### Metal 1

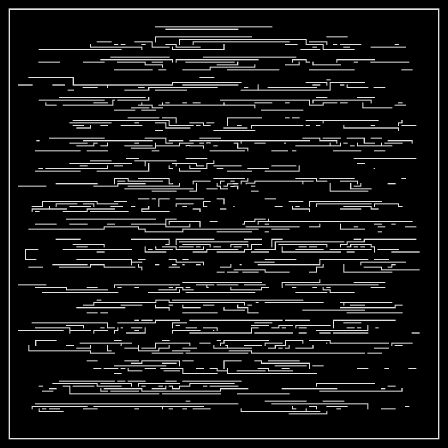
### M2 wires

Scale bar: 20 um.
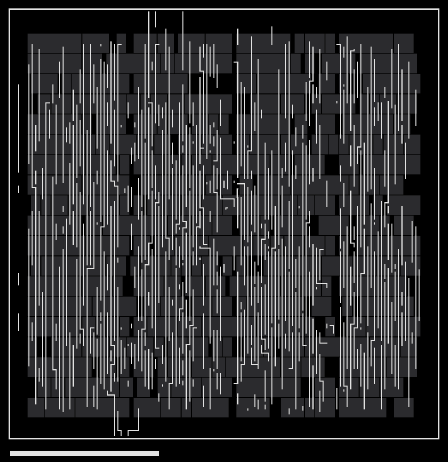
### Signal wires on met3

Scale bar: 20 um.
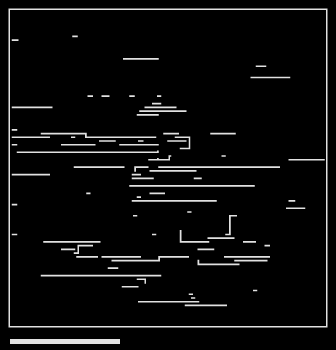
### The metal 4 layer

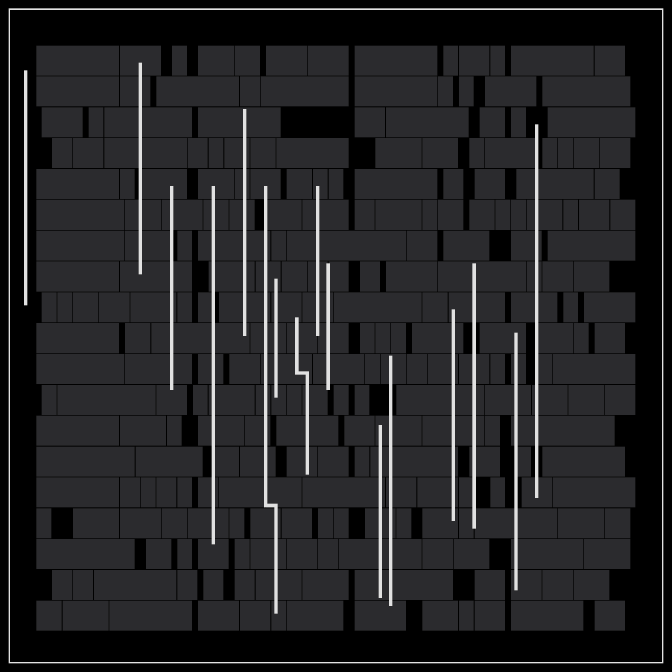
--- src/rtl/traffic_intersection_ctrl.sv ---
// Two-road intersection controller: NS/EW green-yellow phases separated by all-red
// clearance, a latched pedestrian walk phase, and a flashing-yellow maintenance mode.
module traffic_intersection_ctrl #(
  parameter int unsigned CNT_W         = 8,
  parameter int unsigned GREEN_CYCLES  = 8,
  parameter int unsigned YELLOW_CYCLES = 3,
  parameter int unsigned ALLRED_CYCLES = 2,
  parameter int unsigned PED_CYCLES    = 5,
  parameter int unsigned FLASH_HALF    = 4
) (
  input  logic       clk,
  input  logic       reset,
  input  logic       ped_req,
  input  logic       flash_en,
  output logic [2:0] ns_light,
  output logic [2:0] ew_light,
  output logic       ped_walk,
  output logic       ped_pending,
  output logic [2:0] phase
);

  typedef enum logic [2:0] {
    ALLRED_A  = 3'd0,
    NS_GREEN  = 3'd1,
    NS_YELLOW = 3'd2,
    ALLRED_B  = 3'd3,
    EW_GREEN  = 3'd4,
    EW_YELLOW = 3'd5,
    PED_WALK  = 3'd6,
    FLASH     = 3'd7
  } state_e;

  localparam logic [2:0] RED  = 3'b100;
  localparam logic [2:0] YEL  = 3'b010;
  localparam logic [2:0] GRN  = 3'b001;
  localparam logic [2:0] DARK = 3'b000;

  localparam logic [CNT_W-1:0] ONE     = CNT_W'(1);
  localparam logic [CNT_W-1:0] LD_GRN  = CNT_W'(GREEN_CYCLES - 1);
  localparam logic [CNT_W-1:0] LD_YEL  = CNT_W'(YELLOW_CYCLES - 1);
  localparam logic [CNT_W-1:0] LD_AR   = CNT_W'(ALLRED_CYCLES - 1);
  localparam logic [CNT_W-1:0] LD_PED  = CNT_W'(PED_CYCLES - 1);
  localparam logic [CNT_W-1:0] LD_FLSH = CNT_W'(FLASH_HALF - 1);

  state_e             state_q, state_d;
  logic [CNT_W-1:0]   cnt_q, cnt_d;
  logic [CNT_W-1:0]   fcnt_q, fcnt_d;
  logic               fon_q, fon_d;
  logic               pend_q, pend_d;
  logic [2:0]         ns_q, ns_d;
  logic [2:0]         ew_q, ew_d;
  logic               walk_q, walk_d;

  always_comb begin
    state_d = state_q;
    cnt_d   = cnt_q;
    fcnt_d  = fcnt_q;
    fon_d   = fon_q;
    pend_d  = pend_q;

    if (ped_req && state_q != PED_WALK) pend_d = 1'b1;

    if (flash_en) begin
      if (state_q != FLASH) begin
        state_d = FLASH;
        fcnt_d  = LD_FLSH;
        fon_d   = 1'b1;
      end else if (fcnt_q == '0) begin
        fcnt_d = LD_FLSH;
        fon_d  = ~fon_q;
      end else begin
        fcnt_d = fcnt_q - ONE;
      end
    end else if (state_q == FLASH) begin
      state_d = ALLRED_A;
      cnt_d   = LD_AR;
    end else if (cnt_q == '0) begin
      unique case (state_q)
        ALLRED_A: begin
          if (pend_q) begin
            // Entering the walk serves the request, including one arriving this cycle.
            state_d = PED_WALK;
            cnt_d   = LD_PED;
            pend_d  = 1'b0;
          end else begin
            state_d = NS_GREEN;
            cnt_d   = LD_GRN;
          end
        end
        PED_WALK:  begin state_d = NS_GREEN;  cnt_d = LD_GRN; end
        NS_GREEN:  begin state_d = NS_YELLOW; cnt_d = LD_YEL; end
        NS_YELLOW: begin state_d = ALLRED_B;  cnt_d = LD_AR;  end
        ALLRED_B:  begin state_d = EW_GREEN;  cnt_d = LD_GRN; end
        EW_GREEN:  begin state_d = EW_YELLOW; cnt_d = LD_YEL; end
        EW_YELLOW: begin state_d = ALLRED_A;  cnt_d = LD_AR;  end
        default:   begin state_d = ALLRED_A;  cnt_d = LD_AR;  end
      endcase
    end else begin
      cnt_d = cnt_q - ONE;
    end
  end

  // Lamps are decoded from the next state so the registered outputs track the state with no lag.
  always_comb begin
    ns_d   = RED;
    ew_d   = RED;
    walk_d = 1'b0;
    unique case (state_d)
      NS_GREEN:  ns_d = GRN;
      NS_YELLOW: ns_d = YEL;
      EW_GREEN:  ew_d = GRN;
      EW_YELLOW: ew_d = YEL;
      PED_WALK:  walk_d = 1'b1;
      FLASH: begin
        ns_d = fon_d ? YEL : DARK;
        ew_d = fon_d ? YEL : DARK;
      end
      default: ;
    endcase
  end

  always_ff @(posedge clk) begin
    if (reset) begin
      state_q <= ALLRED_A;
      cnt_q   <= LD_AR;
      fcnt_q  <= '0;
      fon_q   <= 1'b0;
      pend_q  <= 1'b0;
      ns_q    <= RED;
      ew_q    <= RED;
      walk_q  <= 1'b0;
    end else begin
      state_q <= state_d;
      cnt_q   <= cnt_d;
      fcnt_q  <= fcnt_d;
      fon_q   <= fon_d;
      pend_q  <= pend_d;
      ns_q    <= ns_d;
      ew_q    <= ew_d;
      walk_q  <= walk_d;
    end
  end

  assign ns_light    = ns_q;
  assign ew_light    = ew_q;
  assign ped_walk    = walk_q;
  assign ped_pending = pend_q;
  assign phase       = state_q;

endmodule

--- config.mk ---
export PLATFORM = sky130hd
export DESIGN_NAME = traffic_intersection_ctrl
export DESIGN_NICKNAME = d
export VERILOG_FILES = /design/src/rtl/traffic_intersection_ctrl.sv
export SDC_FILE = /design/constraint.sdc
export NUM_CORES = 1
export LEC_CHECK = 0
export ABC_AREA = 1
export CORE_MARGIN = 2
export CORE_UTILIZATION = 50
export DETAILED_ROUTE_END_ITERATION = 8
export PLACE_DENSITY = 0.81
export SETUP_SLACK_MARGIN = 0.05
export SLEW_MARGIN = 0
export SYNTH_ARGS = -nofsm -noshare
export SYNTH_HDL_FRONTEND = slang
export SYNTH_SLANG_ARGS = --single-unit
--- constraint.sdc ---
create_clock -name clk -period 1.52 [get_ports clk]
set_clock_uncertainty 0.15 [all_clocks]
set_input_delay 0.38 -clock clk [delete_from_list [all_inputs] [get_ports clk]]
set_output_delay 0.38 -clock clk [all_outputs]
set_load 0.1 [all_outputs]
==> results.sh <==
# implementation run metrics
export IMPL_globalRouteMet1Util_pct=31.32
export IMPL_finalHoldViolCount=0
export IMPL_syn_nets=203
export IMPL_leakagePower_nw=1.110
export IMPL_worst_hold_path_num_cells=6
export IMPL_global_route_wire_length_before_repair_um=7107
export IMPL_drt_initial_drc_count=140
export IMPL_failed_checks="negative setup slack"
export IMPL_netlist_top_cell_by_area="dfxtp_1"
export IMPL_endpoint="ew_light[1]"
export IMPL_asyncSetResetFlopFracSynth_pct=0
export IMPL_worst_ep_required_time_ns=1.64
export IMPL_combAreaFraction_pct=41.90
export IMPL_cp_data_arrival_time_ns=1.87
export IMPL_final_net_count=272
export IMPL_synth_yosys_chip_area_um2=1431
export IMPL_top_cell_area_share_pct=39.16
export IMPL_layout_cell_share_with_drive_strength_beyond_1_pct=62.12
export IMPL_cts_hold_buf=0
export IMPL_wl_met3_um=379
export IMPL_crit_reg2reg_launch="cnt_q[0]"
export IMPL_cts_buffers=3
export IMPL_comb_power_mw=1.67
export IMPL_powerClk_mw=0.391
export IMPL_max_slew_worst_pin_slew_ns=0.3287
export IMPL_critical_path_top_delay_family="simple AND/OR/NAND/NOR gates"
export IMPL_total_length_of_routed_met2_wires_um=2990
export IMPL_antenna_violating_nets_left=0
export IMPL_slew_headroom_pct=78.06
export IMPL_final_seq_area_um2=594.3
export IMPL_flop_count=28
export IMPL_xor_share_pct=4.895
export IMPL_vias_per_cell=5.834
export IMPL_timing_critical_path_fanout_max=5
export IMPL_synth_distinct_cells=29
export IMPL_grt_max_degree=16
export IMPL_period_used_pct=115.2
export IMPL_length_of_routed_wiring_on_met1_um=2164
export IMPL_post_route_util_pct=92.08
export IMPL_rr_endpoint="ew_light[1]"
export IMPL_die_size_x_um=57.51
export IMPL_cts_post_setup_buffers_inserted=10
export IMPL_status="complete, but fails checks"
export IMPL_synthTopLogicFamily="simple AND/OR/NAND/NOR gates"
export IMPL_taps=31
export IMPL_place_port_buffers=14
export IMPL_syn_to_final_growth_pct=75.87
export IMPL_worstSetupStartpointType="register"
export IMPL_vdd_ir_drop_worst_v=0.001057
export IMPL_power_switching_mw=1.328
export IMPL_cts_root_to_sink_buffers=2
export IMPL_crit_path_end_kind="register"
export IMPL_timing_final_setup_violations=23
export IMPL_drcViolationCount=0
export IMPL_sum_neg_setup_slack_ns=-2.481
export IMPL_row_count=19
export IMPL_buffers=68
export IMPL_maxClockFrequency_mhz=571.3
export IMPL_clkPwrFrac_pct=13.1
export IMPL_final_critical_path_setup_slack_ns=-0.2304
export IMPL_lay_top_count="buf_4"
export IMPL_aoi_oai_family_share_of_the_synthesized_area_pct=9.965
export IMPL_seq_power_mw=0.928
export IMPL_min_period_ns=1.750
export IMPL_post_synth_main_area_contributors="dfxtp_1 (39%), nand2_1 (12%), nor2_1 (6.8%)"
export IMPL_final_cell_mix="buf_4 (43), nand2_1 (26), nand2_2 (18)"
export IMPL_cts_htree_levels=1
export IMPL_seqPwrFrac_pct=31.0
export IMPL_yosys_cells=196
export IMPL_drt_pass1_iter_count=7
export IMPL_antenna_cells_inserted=0
export IMPL_ys_flops=28
export IMPL_top_power_group="combinational logic"
export IMPL_routed_wire_length_per_instance_um=19.87
export IMPL_max_cap_violations=0
export IMPL_muxShareOfSynthArea_pct=0
export IMPL_report_final_slew_viol_count=0
export IMPL_cell_area_after_placement_um2=1977
export IMPL_hold_path_endpoint="cnt_q[3]"
export IMPL_worstSkewPairLatency_ns=0.35
export IMPL_final_clkbuf_count=4
export IMPL_clock_tree_area_fraction_pct=1.441
export IMPL_synth_simple_gate_area_share_pct=35.93
export IMPL_power_per_cell_area_nw_per_um2=1189
export IMPL_rsz0062_at_grt="yes"
export IMPL_finalPower_mw=2.993
export IMPL_final_estimated_routing_congestion_in_global_placement=0.9108
export IMPL_num_multi_input_gates=141
export IMPL_count_of_library_flops_with_an_enable_pin=0
export IMPL_cp_depth=10
export IMPL_floorplan_initialDensity_pct=52.36
export IMPL_power_combinational_fraction_pct=55.9
Notes on 'Metal 1' above:
wire length on this layer = 2160 um
main direction = horizontal
share of all routed wire = 37%
nets with wire on the layer = 258

Notes on 'M2 wires' above:
nets with wire on the layer = 255
longest straight run = 41.1 um
share of all routed wire = 51%
grt met2 use: 50.97%
total vias in the final route: 1721
final routed wirelength across all metal layers: 5862 um

Notes on 'Signal wires on met3' above:
wire length on this layer = 380 um
longest straight run = 25.5 um
nets with wire on the layer = 54
main direction = horizontal
share of all routed wire = 6.5%
M3 GR Usage: 4.082%

Notes on 'The metal 4 layer' above:
main direction = vertical
nets with wire on the layer = 15

